==> run_1/class_map.png <==
The bar under the picture is 20 um long.
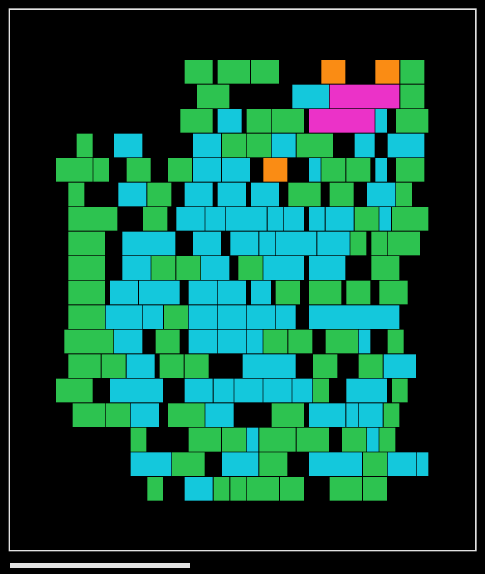
==> run_1/clock_nets.png <==
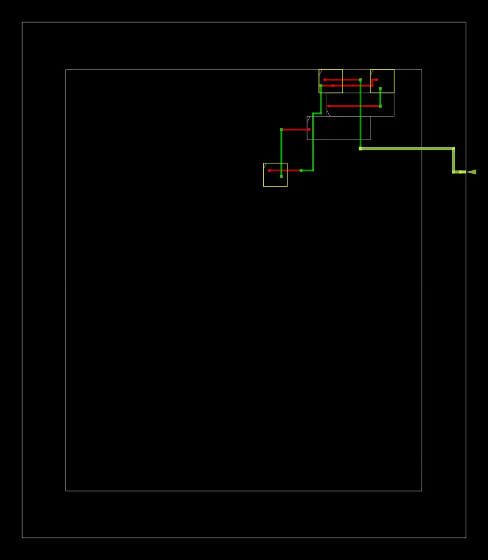
==> run_1/route_heat.png <==
The die is cut into 10 by 12 equal tiles; dark purple is low, yellow is high, scaled to the fullest tile. Values are wire area over tile area, all layers added.
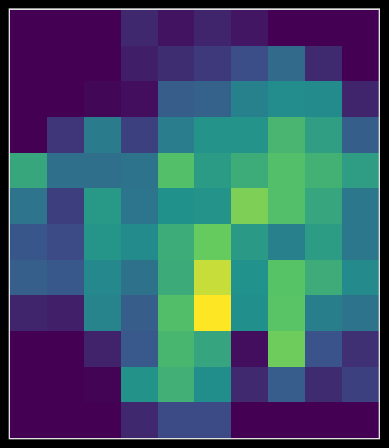
**config.mk**
```make
export PLATFORM = sky130hd
export DESIGN_NAME = hazard_control
export DESIGN_NICKNAME = d
export VERILOG_FILES = /design/src/rtl/hazard_control_pkg.sv /design/src/rtl/hazard_control_fwd_unit.sv /design/src/rtl/hazard_control.sv
export SDC_FILE = /design/constraint.sdc
export NUM_CORES = 1
export LEC_CHECK = 0
export CAP_MARGIN = 30
export CORE_ASPECT_RATIO = 1.2
export CORE_MARGIN = 5
export CORE_UTILIZATION = 29
export DETAILED_ROUTE_END_ITERATION = 7
export PLACE_DENSITY = 0.76
export SLEW_MARGIN = 20
export SYNTH_ARGS = -nofsm -noshare
export SYNTH_HDL_FRONTEND = slang
export SYNTH_SLANG_ARGS = --single-unit
```
**constraint.sdc**
```tcl
create_clock -name clk_i -period 1.8 [get_ports clk_i]
set_input_delay 0.36 -clock clk_i [delete_from_list [all_inputs] [get_ports clk_i]]
set_output_delay 0.36 -clock clk_i [all_outputs]
set_load 0.01 [all_outputs]
```
**src/rtl/hazard_control_pkg.sv**
```systemverilog
// Shared types and constants for the pipeline hazard sequencer.
package hazard_control_pkg;

  typedef enum logic [1:0] {
    FWD_RF    = 2'b00,
    FWD_EXMEM = 2'b01,
    FWD_MEMWB = 2'b10
  } fwd_sel_e;

  typedef enum logic [1:0] {
    ST_RST = 2'b00,
    ST_RUN = 2'b01,
    ST_BRW = 2'b10,
    ST_EXC = 2'b11
  } hc_state_e;

  // add x0, x0, x0 -- what a flushed pipeline register is loaded with
  localparam logic [31:0] NOP_INSN = 32'h0000_0033;

  typedef struct packed {
    logic if_id;
    logic id_exe;
    logic exe_mem;
    logic mem_wb;
  } pipe_ctl_t;

  // True when a live older writer targets a register the ID instruction reads.
  function automatic logic rd_hit(input logic [4:0] rd, input logic we, input logic [4:0] rs,
                                  input logic use_rs);
    return we && use_rs && (rd != 5'd0) && (rd == rs);
  endfunction

endpackage

```
**src/rtl/hazard_control_fwd_unit.sv**
```systemverilog
// Operand bypass select for one ID-stage source register.
module fwd_unit
  import hazard_control_pkg::*;
#(
  parameter bit ENABLE_FORWARDING = 1'b1
) (
  input  logic [4:0] rs_i,
  input  logic       use_rs_i,
  input  logic       force_rf_i,
  input  logic [4:0] mem_rd_i,
  input  logic       mem_we_rf_i,
  input  logic       mem_is_load_i,
  input  logic [4:0] wb_rd_i,
  input  logic       wb_we_rf_i,
  output logic [1:0] sel_o
);

  always_comb begin
    sel_o = FWD_RF;
    if (ENABLE_FORWARDING && !force_rf_i) begin
      // Load data is not yet in EXE/MEM, so a load there is never bypassed.
      if (rd_hit(mem_rd_i, mem_we_rf_i, rs_i, use_rs_i) && !mem_is_load_i) begin
        sel_o = FWD_EXMEM;
      end else if (rd_hit(wb_rd_i, wb_we_rf_i, rs_i, use_rs_i)) begin
        sel_o = FWD_MEMWB;
      end
    end
  end

endmodule

```
**src/rtl/hazard_control.sv**
```systemverilog
// Pipeline sequencer: stall/flush per pipeline register, ID operand forwarding, and
// a small FSM that discards fetches issued down a redirected path.
module hazard_control
  import hazard_control_pkg::*;
#(
  parameter bit ENABLE_FORWARDING = 1'b1
) (
  input  logic       clk_i,
  input  logic       rst_i,
  input  logic [4:0] id_rs1_i,
  input  logic [4:0] id_rs2_i,
  input  logic       id_use_rs1_i,
  input  logic       id_use_rs2_i,
  input  logic [4:0] ex_rd_i,
  input  logic       ex_we_rf_i,
  input  logic       ex_is_load_i,
  input  logic [4:0] mem_rd_i,
  input  logic       mem_we_rf_i,
  input  logic       mem_is_load_i,
  input  logic [4:0] wb_rd_i,
  input  logic       wb_we_rf_i,
  input  logic       if_busy_i,
  input  logic       mem_busy_i,
  input  logic       br_j_taken_i,
  input  logic       exc_taken_i,
  output logic       if_id_stall_o,
  output logic       id_exe_stall_o,
  output logic       exe_mem_stall_o,
  output logic       mem_wb_stall_o,
  output logic       if_id_flush_o,
  output logic       id_exe_flush_o,
  output logic       exe_mem_flush_o,
  output logic       mem_wb_flush_o,
  output logic [1:0] fwd_sel_a_o,
  output logic [1:0] fwd_sel_b_o
);

  hc_state_e state_q, state_d;
  logic      in_reset;
  logic      ex_hit, mem_hit, wb_hit;
  logic      ld_use, raw_hold;
  pipe_ctl_t stall, flush;

  assign in_reset = rst_i || (state_q == ST_RST);

  assign ex_hit  = rd_hit(ex_rd_i, ex_we_rf_i, id_rs1_i, id_use_rs1_i) ||
                   rd_hit(ex_rd_i, ex_we_rf_i, id_rs2_i, id_use_rs2_i);
  assign mem_hit = rd_hit(mem_rd_i, mem_we_rf_i, id_rs1_i, id_use_rs1_i) ||
                   rd_hit(mem_rd_i, mem_we_rf_i, id_rs2_i, id_use_rs2_i);
  assign wb_hit  = rd_hit(wb_rd_i, wb_we_rf_i, id_rs1_i, id_use_rs1_i) ||
                   rd_hit(wb_rd_i, wb_we_rf_i, id_rs2_i, id_use_rs2_i);

  assign ld_use   = ex_is_load_i && ex_hit;
  // Without bypassing, the consumer waits until every older producer has retired.
  assign raw_hold = ENABLE_FORWARDING ? (mem_is_load_i && mem_hit)
                                      : (ex_hit || mem_hit || wb_hit);

  always_ff @(posedge clk_i) begin
    if (rst_i) begin
      state_q <= ST_RST;
    end else begin
      state_q <= state_d;
    end
  end

  always_comb begin
    state_d = state_q;
    case (state_q)
      ST_RST: state_d = ST_RUN;
      default: begin
        if (exc_taken_i) begin
          state_d = if_busy_i ? ST_EXC : ST_RUN;
        end else if (br_j_taken_i) begin
          state_d = if_busy_i ? ST_BRW : ST_RUN;
        end else if (!if_busy_i) begin
          state_d = ST_RUN;
        end
      end
    endcase
  end

  always_comb begin
    stall = '0;
    flush = '0;
    if (in_reset || exc_taken_i) begin
      flush = '1;
    end else begin
      if (mem_busy_i) begin
        stall.if_id   = 1'b1;
        stall.id_exe  = 1'b1;
        stall.exe_mem = 1'b1;
        flush.mem_wb  = 1'b1;
      end
      if (br_j_taken_i) begin
        flush.if_id  = 1'b1;
        flush.id_exe = 1'b1;
      end else if (!mem_busy_i && (ld_use || raw_hold)) begin
        stall.if_id  = 1'b1;
        flush.id_exe = 1'b1;
      end
      // Fetch bubble, unless ID is being held and must keep its instruction.
      if ((state_q == ST_RUN) && if_busy_i && !stall.if_id) begin
        flush.if_id = 1'b1;
      end
      if ((state_q == ST_BRW) || (state_q == ST_EXC)) begin
        flush.if_id = 1'b1;
      end
      if (state_q == ST_EXC) begin
        flush.id_exe  = 1'b1;
        flush.exe_mem = 1'b1;
      end
    end
  end

  assign if_id_stall_o   = stall.if_id   && !flush.if_id;
  assign id_exe_stall_o  = stall.id_exe  && !flush.id_exe;
  assign exe_mem_stall_o = stall.exe_mem && !flush.exe_mem;
  assign mem_wb_stall_o  = stall.mem_wb  && !flush.mem_wb;
  assign if_id_flush_o   = flush.if_id;
  assign id_exe_flush_o  = flush.id_exe;
  assign exe_mem_flush_o = flush.exe_mem;
  assign mem_wb_flush_o  = flush.mem_wb;

  fwd_unit #(
    .ENABLE_FORWARDING(ENABLE_FORWARDING)
  ) u_fwd_a (
    .rs_i         (id_rs1_i),
    .use_rs_i     (id_use_rs1_i),
    .force_rf_i   (in_reset),
    .mem_rd_i     (mem_rd_i),
    .mem_we_rf_i  (mem_we_rf_i),
    .mem_is_load_i(mem_is_load_i),
    .wb_rd_i      (wb_rd_i),
    .wb_we_rf_i   (wb_we_rf_i),
    .sel_o        (fwd_sel_a_o)
  );

  fwd_unit #(
    .ENABLE_FORWARDING(ENABLE_FORWARDING)
  ) u_fwd_b (
    .rs_i         (id_rs2_i),
    .use_rs_i     (id_use_rs2_i),
    .force_rf_i   (in_reset),
    .mem_rd_i     (mem_rd_i),
    .mem_we_rf_i  (mem_we_rf_i),
    .mem_is_load_i(mem_is_load_i),
    .wb_rd_i      (wb_rd_i),
    .wb_we_rf_i   (wb_we_rf_i),
    .sel_o        (fwd_sel_b_o)
  );

endmodule
```
==> results.cfg, run 1 <==
; physical design summary
[worst_setup_path]
worstPathRequired_ns = 1.44
cp-startpoint = id_rs2_i[0]
critPathCaptureType = output port
worst-endpoint-arrival_ns = 1.87
start_kind = input port
worst-setup-path-type = in2out
r2r-start = state_q[0]

[logic_synthesis]
edf_count = 0
ys_seq_frac = 0.0665
yosysUniqueCellTypes = 29
ys_area_um2 = 602
yosys_cells = 78
ys_ff = 2
topCombFamilyByArea = XOR/XNOR gates
synthArstFlopShare = 0
xor_share = 0.451
synth_nets = 116
synthFlopType = dfxtp_1
yosysTopAreaCell = xor2_1
synth.cellmix.compoundShare = 0.168
yosys.area_share.simple = 0.258
syn-cell-area_um2 = 602
yosys.area_share.adder = 0
top_cell_area_share = 0.291
mux_share = 0.0187
avgSynthCellArea_um2 = 7.72
synth_cells = 78
top_cells_by_area = xor2_1 29%, xnor2_1 16%, dfxtp_1 6.7%, nor4_1 5.2%, and3_1 4.2%

[drt]
routed-wl-met2_mm = 1.61
vias = 933
drt_pass1_iterations = 4
route.detailed.drc = 0
vias_per_cell = 5.10
wl_met3_um = 193
drt_iter0_markers = 14
finalWirelength_mm = 2.81
routedWlPerCell_um = 15.4
highest_layer = met4

[floorplan]
fp_util = 0.297
core_um2 = 2030
ios = 50
nWellTaps = 20
dieArea_um2 = 3090
dieHeight_um = 59.9
die_w_um = 51.6
fp-row-count = 18

[final_layout]
seqCellArea_um2 = 41.3
final_common_cell = buf_4
final-nonclk-buf-share = 0.478
top_register = state_q
comb.multi_input.count = 72
largest_class = buffers
mi_logic_area_um2 = 651
syn_to_final_growth_pct = 139
layoutNonFillerInstCount = 183
final_nets = 203
num-fill-cells = 158
comb-cell-share = 0.452
seq_area_frac = 0.0287
seq_cells = 2
nonClockBufferCount = 83
largestRegisters = state_q x2
drive_gt1_frac = 0.509
largest_reg_flops = 2
final_cell_mix = 33 x buf_4, 19 x xor2_1, 12 x buf_2
final_util = 0.710
clock_area_frac = 0.0157

[global_route]
gr-usage-all-layers = 0.180
antenna_found_initial = 0
use_met2 = 0.387
grt-busiest-layer = met2
grt_first_pass_wirelength_mm = 4.31
grt_overflow_total = 0
met3_usage = 0.0324

[timing]
finalHoldViolations = 0
period_needed_ns = 2.23
worst_slack_ns = -0.430
drv_slew = 0
setup_tns_ns = -1.95
finalSetupViolations = 7
rsz0062_at_grt = yes
timing.final.crit_share = 1.24
fmax_mhz = 448
holdWs_ns = 0.469

[placement]
place.gp.congestion = 0.845
post-place-ws_ns = -1.18
placed_cells = 177

[pwr]
switching_share = 0.341
pwr-share-clk = 0.227
power.internal_w = 0.000285
powerDensity_nw_per_um2 = 301
comb_power_w = 0.000285
top_power_group = combinational cells
pg_seq_w = 0.0000501
p_seq_frac = 0.116

[clock_tree]
cts_tree = built
cts_setup_buffers = 3
path_clk_slew_ns = 0.03
postCtsHoldBufs = 0
ctsResizeCount = 132
htreeDepth = 1
ctsRootBufferMaster = clkbuf_4

[hold_path]
hp-class = in2reg
min-delay-start = rst_i

[run_status]
violations = negative setup slack
status = finished with violations

[run]
cap_violations = 0
Notes on class_map.png above:
magenta -> registers  # cells 2, share of their area 2.9%
green -> remaining buffers and delay cells  # cells 83, share of their area 49%
orange -> clock-net drivers  # cells 3, share of their area 1.6%
cyan -> remaining logic cells  # cells 75, share of their area 47%

Notes on clock_nets.png above:
clk pwr: 0.0000980 W
Late-Pin Clk Latency: 0.22 ns
Num CTS Buffers: 3
CTS Sinks: 2
Fin Clk Skew: 0.0000512 ns

Notes on route_heat.png above:
mean over tiles = 0.15
tiles over half the peak = 29%
emptiest ninth of the die = top left

-- run 1: critical path, cell delays in order --
cell	delay, ns
buf_2	0.11
buf_4	0.14
xor2_1	0.17
nor4_2	0.36
a41oi_2	0.20
o32ai_4	0.16
buf_4	0.16
o21a_1	0.10
buf_2	0.12
-- run 1: metrics by stage --
step | power [W] | area, um2
floorplan | 0.000133 | 607
global route | 0.000461 | 1440
detailed placement | 0.000320 | 1350
CTS | 0.000424 | 1400
finish | 0.000433 | 1440
global placement | 0.000313 | 1350
-- run 1: final timing paths --
kind / to / slack (ns) / depth (start not counted)
setup reg to reg: state_q[0] / 0.77 / 3
hold / removal: state_q[0] / 0.47 / 2
hold reg to reg: state_q[1] / 0.70 / 2
setup / recovery: if_id_stall_o / -0.43 / 9
==> run_1/util_map.png <==
The bar under the picture is 20 um long. The die is cut into 10 by 12 equal tiles; dark purple is low, yellow is high, 0 to 100% covered.
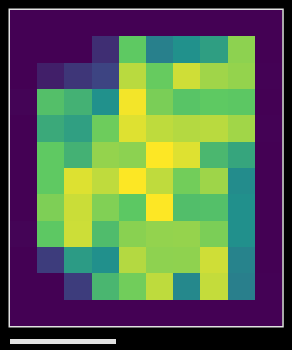

==> run 2, diff against run 1 <==
--- a/config.mk
+++ b/config.mk
@@ -8,10 +8,11 @@
 export CAP_MARGIN = 30
 export CORE_ASPECT_RATIO = 1.2
 export CORE_MARGIN = 5
-export CORE_UTILIZATION = 29
+export CORE_UTILIZATION = 33
 export DETAILED_ROUTE_END_ITERATION = 7
-export PLACE_DENSITY = 0.76
-export SLEW_MARGIN = 20
+export PLACE_DENSITY = 0.77
+export RECOVER_POWER = 50
 export SYNTH_ARGS = -nofsm -noshare
 export SYNTH_HDL_FRONTEND = slang
+export SYNTH_HIERARCHICAL = 1
 export SYNTH_SLANG_ARGS = --single-unit
==> run_2/util_map.png <==
The bar under the picture is 20 um long. The die is cut into 5 by 6 equal tiles; dark purple is low, yellow is high, 0 to 100% covered.
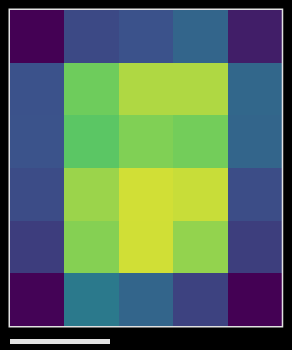
tiles over 75% full = 37%
mean over tiles = 47%
nearly empty tiles = 10%
fullest tile = 93%

==> results.cfg, run 2 <==
; physical design summary
[run_status]
status = finished with violations
violations = negative setup slack

[logic_synthesis]
yosys.area_share.adder = 0
synth_nets = 144
ys_ff = 2
edf_count = 0
synth_cells = 106
top_cells_by_area = xnor2_1 32%, dfxtp_1 5.1%, nor2_1 4.8%, nand4b_1 4.5%, xor2_1 4.5%
yosysUniqueCellTypes = 34
mux_share = 0.0143
synthArstFlopShare = 0
avgSynthCellArea_um2 = 7.41
ys_area_um2 = 786
top_cell_area_share = 0.323
synth.cellmix.compoundShare = 0.191

[global_route]
met3_usage = 0.0401
antenna_found_initial = 0
use_met2 = 0.413
grt_first_pass_wirelength_mm = 5.77

[drt]
wl_met3_um = 257
highest_layer = met4
finalWirelength_mm = 3.78
vias = 1202
routedWlPerCell_um = 17.0

[timing]
finalHoldViolations = 0
worst_slack_ns = -0.312
timing.final.crit_share = 1.17
setup_tns_ns = -1.27
finalSetupViolations = 8

[final_layout]
comb.multi_input.count = 95
clock_area_frac = 0.0137
final_util = 0.722
nonClockBufferCount = 83
final-nonclk-buf-share = 0.397
layoutNonFillerInstCount = 222
final_cell_mix = 29 x buf_4, 24 x buf_2, 23 x xnor2_1
finish.instance_area_um2 = 1650
drive_gt1_frac = 0.555
top_register = state_q
largestRegisters = state_q x2
mi_logic_area_um2 = 860

[hold_path]
hp-class = in2reg
min-delay-start = rst_i

[worst_setup_path]
path_cells = buf_6 > or4_4 > o21ai_2 > o22ai_2 > buf_4 > a211o_1 > buf_2
critPathCaptureType = output port
path_depth = 7
cp-endpoint = id_exe_flush_o
worstPathRequired_ns = 1.44
path_buffers = 3

[clock_tree]
ctsResizeCount = 184
ctsRootBufferMaster = clkbuf_4
cts_tree = built
cts_made_buffers = 3
path_clk_slew_ns = 0.03

[run]
cap_violations = 0

[placement]
detailed_place.area_um2 = 1510
place.gp.congestion = 0.817

[floorplan]
core_um2 = 2280
dieArea_um2 = 3460
fp_util = 0.344
ios = 50
dieHeight_um = 63.5
fp-row-count = 19

[pwr]
switching_share = 0.385
p_seq_frac = 0.100
powerDensity_nw_per_um2 = 314
pwr-share-clk = 0.208
finalPower_w = 0.000518
run 2: netlist changes by cell type in the layout (fill, tap and decap cells not counted), moves of 3 or more:
cell             change
xor2_1              -15
buf_2               +12
xnor2_1             +12
clkdlybuf4s50_1      -7
clkdlybuf4s15_1      -6
xnor2_2              +6
buf_4                -4
inv_2                +4
nand4b_1             +4
nor2_1               +4
and3_1               -3
clkbuf_2             -3
nand4_1              +3
run 2: power groups by stage:
stage	registers, W	clock network (W)	logic, W
6_report	0.0000516	0.000108	0.000358
5_1_grt	0.0000520	0.000114	0.000379
4_1_cts	0.0000510	0.000110	0.000341
3_5_place_dp	0.0000502	0	0.000319
3_3_place_gp	0.0000500	0	0.000312
2_1_floorplan	0.0000504	0	0.000118
Power and IR drop assume default switching activity.
